## config.mk

```make
export PLATFORM = sky130hd
export DESIGN_NAME = tm1638_scan_ctrl
export DESIGN_NICKNAME = d
export VERILOG_FILES = /design/src/rtl/tm1638_scan_ctrl.sv
export SDC_FILE = /design/constraint.sdc
export NUM_CORES = 1
export LEC_CHECK = 0
export CAP_MARGIN = 20
export CORE_MARGIN = 2
export CORE_UTILIZATION = 40
export CTS_CLUSTER_DIAMETER = 30
export DETAILED_ROUTE_END_ITERATION = 7
export GPL_TIMING_DRIVEN = 0
export PLACE_DENSITY_LB_ADDON = 0.3
export SYNTH_ARGS = -nofsm -noshare
export SYNTH_HDL_FRONTEND = slang
export SYNTH_SLANG_ARGS = --single-unit
export TNS_END_PERCENT = 5
```

## constraint.sdc

```tcl
create_clock -name drvclk -period 2.75 [get_ports drvclk]
set_input_delay 0.55 -clock drvclk [delete_from_list [all_inputs] [get_ports drvclk]]
set_output_delay 0.55 -clock drvclk [all_outputs]
set_load 0.02 [all_outputs]
```

## src/rtl/tm1638_scan_ctrl.sv

```systemverilog
// TM1638 frame sequencer: writes mode, 16 display bytes and control, then reads 4 key bytes
// over STB/CLK/DIO, repeating after a programmable idle gap.
//
// state   | meaning
// IDLE    | waiting for enable, latches inputs at frame start
// T_MODE  | sending 0x40 (auto-increment write)
// GAP     | stb high for 2 cycles between transactions
// T_DATA  | sending 0xC0 and the 16 display bytes
// T_CTRL  | sending display control byte
// T_RD    | sending 0x42, bus turnaround, reading 32 key bits
// DONE    | publishing keys with a one-cycle keys_valid
// WAITGAP | idle gap between frames
module tm1638_scan_ctrl #(
  parameter logic [15:0] GAP_CYCLES = 16'd5000,
  parameter int          TWAIT      = 2
) (
  input  logic         drvclk,
  input  logic         reset_n,
  input  logic         enable,
  input  logic         display_on,
  input  logic [2:0]   brightness,
  input  logic [127:0] seg_data,
  output logic [31:0]  keys,
  output logic         keys_valid,
  output logic         busy,
  output logic         stb,
  output logic         dev_clk,
  output logic         dio_out,
  output logic         dio_oe,
  input  logic         dio_in
);

  typedef enum logic [2:0] {
    IDLE, T_MODE, GAP, T_DATA, T_CTRL, T_RD, DONE, WAITGAP
  } state_t;

  typedef enum logic [1:0] {RD_CMD, RD_WAIT, RD_BITS} rd_t;

  localparam logic [7:0] TWAIT_M1 = 8'(TWAIT - 1);

  state_t         state;
  state_t         nxt;
  rd_t            rd_sub;
  logic [127:0]   seg_l;
  logic [7:0]     ctrl_l;
  logic [135:0]   tx_sr;
  logic [31:0]    rx_sr;
  logic [7:0]     bits_left;
  logic [7:0]     wcnt;
  logic [15:0]    gap_cnt;
  logic           gap_hold;
  logic           ph;
  logic           wr_phase;

  // All command/data bytes share one LSB-first write engine, including the read command.
  assign wr_phase = (state == T_MODE) || (state == T_DATA) || (state == T_CTRL) ||
                    ((state == T_RD) && (rd_sub == RD_CMD));

  always_ff @(posedge drvclk or negedge reset_n) begin
    if (!reset_n) begin
      state      <= IDLE;
      nxt        <= T_DATA;
      rd_sub     <= RD_CMD;
      stb        <= 1'b1;
      dev_clk    <= 1'b1;
      dio_oe     <= 1'b0;
      dio_out    <= 1'b1;
      keys       <= 32'd0;
      keys_valid <= 1'b0;
      busy       <= 1'b0;
      gap_cnt    <= 16'd0;
      gap_hold   <= 1'b0;
      ph         <= 1'b0;
      bits_left  <= 8'd0;
      wcnt       <= 8'd0;
      tx_sr      <= 136'd0;
      rx_sr      <= 32'd0;
      seg_l      <= 128'd0;
      ctrl_l     <= 8'd0;
    end else begin
      keys_valid <= 1'b0;
      if (wr_phase) begin
        if (ph) begin
          dev_clk   <= 1'b1;
          ph        <= 1'b0;
          tx_sr     <= tx_sr >> 1;
          bits_left <= bits_left - 8'd1;
        end else if (bits_left != 8'd0) begin
          dev_clk <= 1'b0;
          dio_out <= tx_sr[0];
          ph      <= 1'b1;
        end else if (state == T_RD) begin
          dio_oe  <= 1'b0;
          dio_out <= 1'b1;
          wcnt    <= TWAIT_M1;
          rd_sub  <= RD_WAIT;
        end else begin
          stb      <= 1'b1;
          dio_oe   <= 1'b0;
          dio_out  <= 1'b1;
          gap_hold <= 1'b1;
          state    <= GAP;
          case (state)
            T_MODE:  nxt <= T_DATA;
            T_DATA:  nxt <= T_CTRL;
            default: nxt <= T_RD;
          endcase
        end
      end else begin
        case (state)
          IDLE: begin
            if (enable) begin
              seg_l     <= seg_data;
              ctrl_l    <= {4'h8, display_on, brightness};
              busy      <= 1'b1;
              stb       <= 1'b0;
              dio_oe    <= 1'b1;
              tx_sr     <= 136'h40;
              bits_left <= 8'd8;
              ph        <= 1'b0;
              state     <= T_MODE;
            end
          end
          GAP: begin
            if (gap_hold) begin
              gap_hold <= 1'b0;
            end else begin
              stb       <= 1'b0;
              dio_oe    <= 1'b1;
              ph        <= 1'b0;
              bits_left <= 8'd8;
              rd_sub    <= RD_CMD;
              state     <= nxt;
              case (nxt)
                T_DATA: begin
                  tx_sr     <= {seg_l, 8'hC0};
                  bits_left <= 8'd136;
                end
                T_CTRL:  tx_sr <= {128'd0, ctrl_l};
                default: tx_sr <= 136'h42;
              endcase
            end
          end
          T_RD: begin
            if (rd_sub == RD_WAIT) begin
              // The last wait cycle also drops dev_clk for the first read bit.
              if (wcnt == 8'd0) begin
                dev_clk   <= 1'b0;
                ph        <= 1'b1;
                bits_left <= 8'd32;
                rd_sub    <= RD_BITS;
              end else begin
                wcnt <= wcnt - 8'd1;
              end
            end else begin
              if (ph) begin
                dev_clk   <= 1'b1;
                ph        <= 1'b0;
                rx_sr     <= {dio_in, rx_sr[31:1]};
                bits_left <= bits_left - 8'd1;
              end else if (bits_left != 8'd0) begin
                dev_clk <= 1'b0;
                ph      <= 1'b1;
              end else begin
                stb   <= 1'b1;
                state <= DONE;
              end
            end
          end
          DONE: begin
            keys       <= rx_sr;
            keys_valid <= 1'b1;
            gap_cnt    <= GAP_CYCLES;
            state      <= WAITGAP;
          end
          WAITGAP: begin
            busy <= 1'b0;
            if (gap_cnt == 16'd0) begin
              state <= IDLE;
            end else begin
              gap_cnt <= gap_cnt - 16'd1;
            end
          end
          default: state <= IDLE;
        endcase
      end
    end
  end

endmodule

```

Fig. 1: routed clock nets over the placement
Scale: 1.5 px per um.
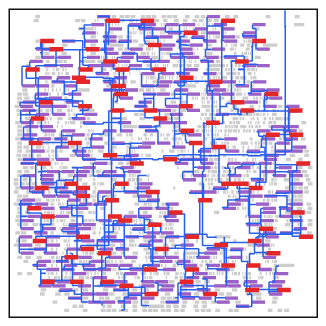
[flip-flops] purple | count: 381
[clock wires] blue | length: 5810 um
[clock drivers] red | count: 88
flops lie: all over the die

Fig. 2: placed standard cells
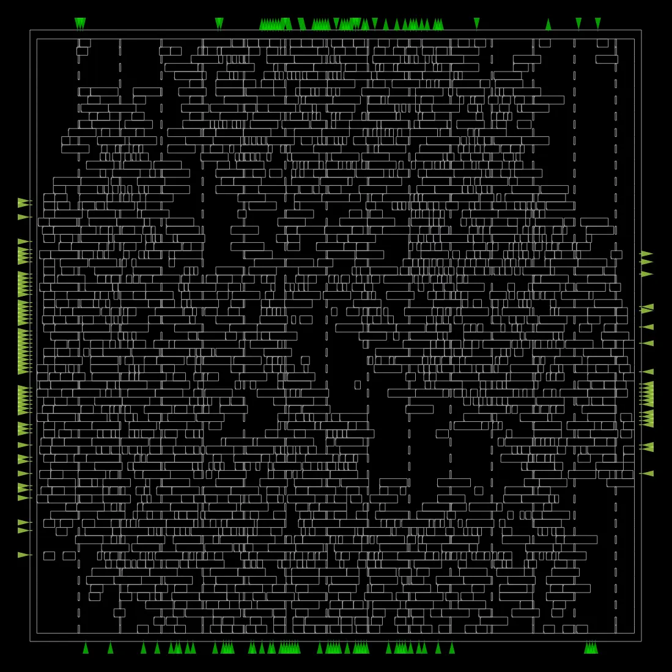
final core utilization: 0.548
num tapcells: 525

==> impl_metrics.csv <==
group,metric,value,unit
status,outcome,"finished, final reports clean",
die,die_h,204,um
logic_synthesis,yosys.area.top_type_share,0.586,
finish,areaGrowthSynthToFinish,35.5,%
critical_path,reg2reg_depth,6,
power_and_ir_drop,cellPowerDensity,1080,nW/um^2
routing,met2WireLength,18200,um
critical_path,worst_setup_path_end_kind,"register",
routing,drtPass1Iterations,5,
worst_hold_path,min_to,"keys[15]",
die,fp_util,0.405,
power_and_ir_drop,p_sw,6.86,mW
routing,vias,11889,
logic_synthesis,aoi_share,0.138,
flow_run,warning_count,35,
finish,inverters,14,
logic_synthesis,ys_sh_simple,0.104,
routing,wl_met3,2050,um
global_routing,grt_use_met1,0.241,
timing,hold_slack,0.469,ns
power_and_ir_drop,p_seq,7.62,mW
finish,comb_cells,917,
logic_synthesis,ys_ff,381,
finish,comb_area_frac,0.273,
routing,wl_per_cell,16.8,um
power_and_ir_drop,top_power_group,"the clock network",
clocking,h-tree-depth,3,
placed_design,post-place-cells,2110,
power_and_ir_drop,power_clock,11.0,mW
logic_synthesis,synthMuxAreaShare,0.116,
finish,buf_share,0.109,
power_and_ir_drop,internal_power,16.5,mW
logic_synthesis,ys_cells,1408,
timing,rsz0062_at_grt,"false",
global_routing,grt_max_degree,108,
clocking,post_cts.repair.setup_buffers,0,
power_and_ir_drop,seqPwrFrac,0.326,
logic_synthesis,top_area_cell,"dfrtp_1",
global_routing,grt_pass1_wl,62500,um
clocking,clockBufferDepth,3,
critical_path,r2r_start,"rd_sub[0]",
timing,drv_slew,0,
critical_path,critPathLaunch,"rd_sub[0]",
routing,ant_nets,0,
finish,drive_above_1_share,0.237,
logic_synthesis,logic_family,"AND-OR/OR-AND gates",
timing,hold_viol_final,0,
clocking,numCtsBuffers,88,
critical_path,timing.critical_path.fanout_max,12,
finish,diodes,3,
die,core_area,39600,sq um
finish,largest_class,"sequential cells",
clocking,clkSinkCount,381,
power_and_ir_drop,p_comb_frac,0.206,
logic_synthesis,enable_flop_cells,0,
logic_synthesis,avgSynthCellArea,11.4,sq um
critical_path,crit_path_top_delay_cell,"dfrtp_1",
finish,nFillCells,3390,
critical_path,start_kind,"register",
routing,drc,0,
timing,final.setup.tns,0,ns
critical_path,crit_family,"buffers and inverters",
critical_path,worstReg2RegEnd,"tx_sr[111]",
timing,setup_violations,0,
global_routing,overflow,0,
Fig. 3: I/O nets highlighted
Scale: 2 px per um.
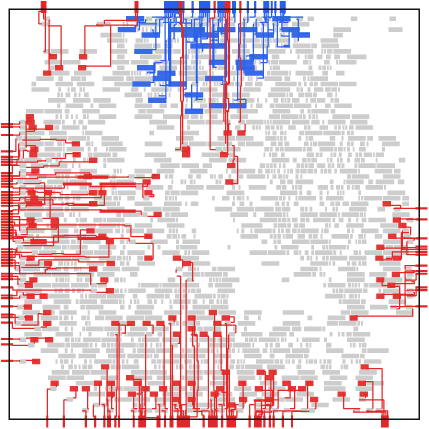
| port | color | bits | direction | end cells | buffers | wire |
|---|---|---|---|---|---|---|
| seg_data | red | 128 | input | 128 | 128 | 4290 um |
| keys | blue | 32 | output | 32 | 32 | 1090 um |

Fig. 4: placement by cell class
Scale: 1.5 px per um.
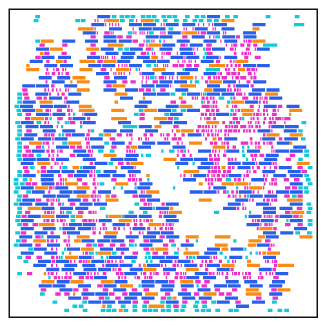
| class | color | cells | share of their area |
|---|---|---|---|
| clock drivers and dummy loads | orange | 159 | 15% |
| combinational and other logic | magenta | 931 | 28% |
| other buffers and delay cells | cyan | 273 | 11% |
| flops | blue | 381 | 45% |

==> synthesized netlist by cell type (6+ instances only) <==
cell / number
mux2_2: 163
nand2_1: 260
or4_1: 6
a21oi_1: 28
buf_4: 7
buf_6: 11
a22oi_1: 130
clkbuf_2: 10
nor2_1: 28
ha_1: 6
or3_1: 6
o21ai_1: 43
xor2_1: 10
nand3_1: 12
buf_2: 38
clkbuf_1: 28
o31ai_1: 8
dfrtp_1: 376
nor3_1: 11
inv_1: 13
o21ai_0: 128
==> registers in the layout, summed over array words and instances, names as in the netlist, 2 cells and up <==
name,count
rx_sr,32
tx_sr,136
gap_cnt,16
ctrl_l,5
state,3
keys,32
seg_l,128
wcnt,8
rd_sub,2
nxt,3
bits_left,8
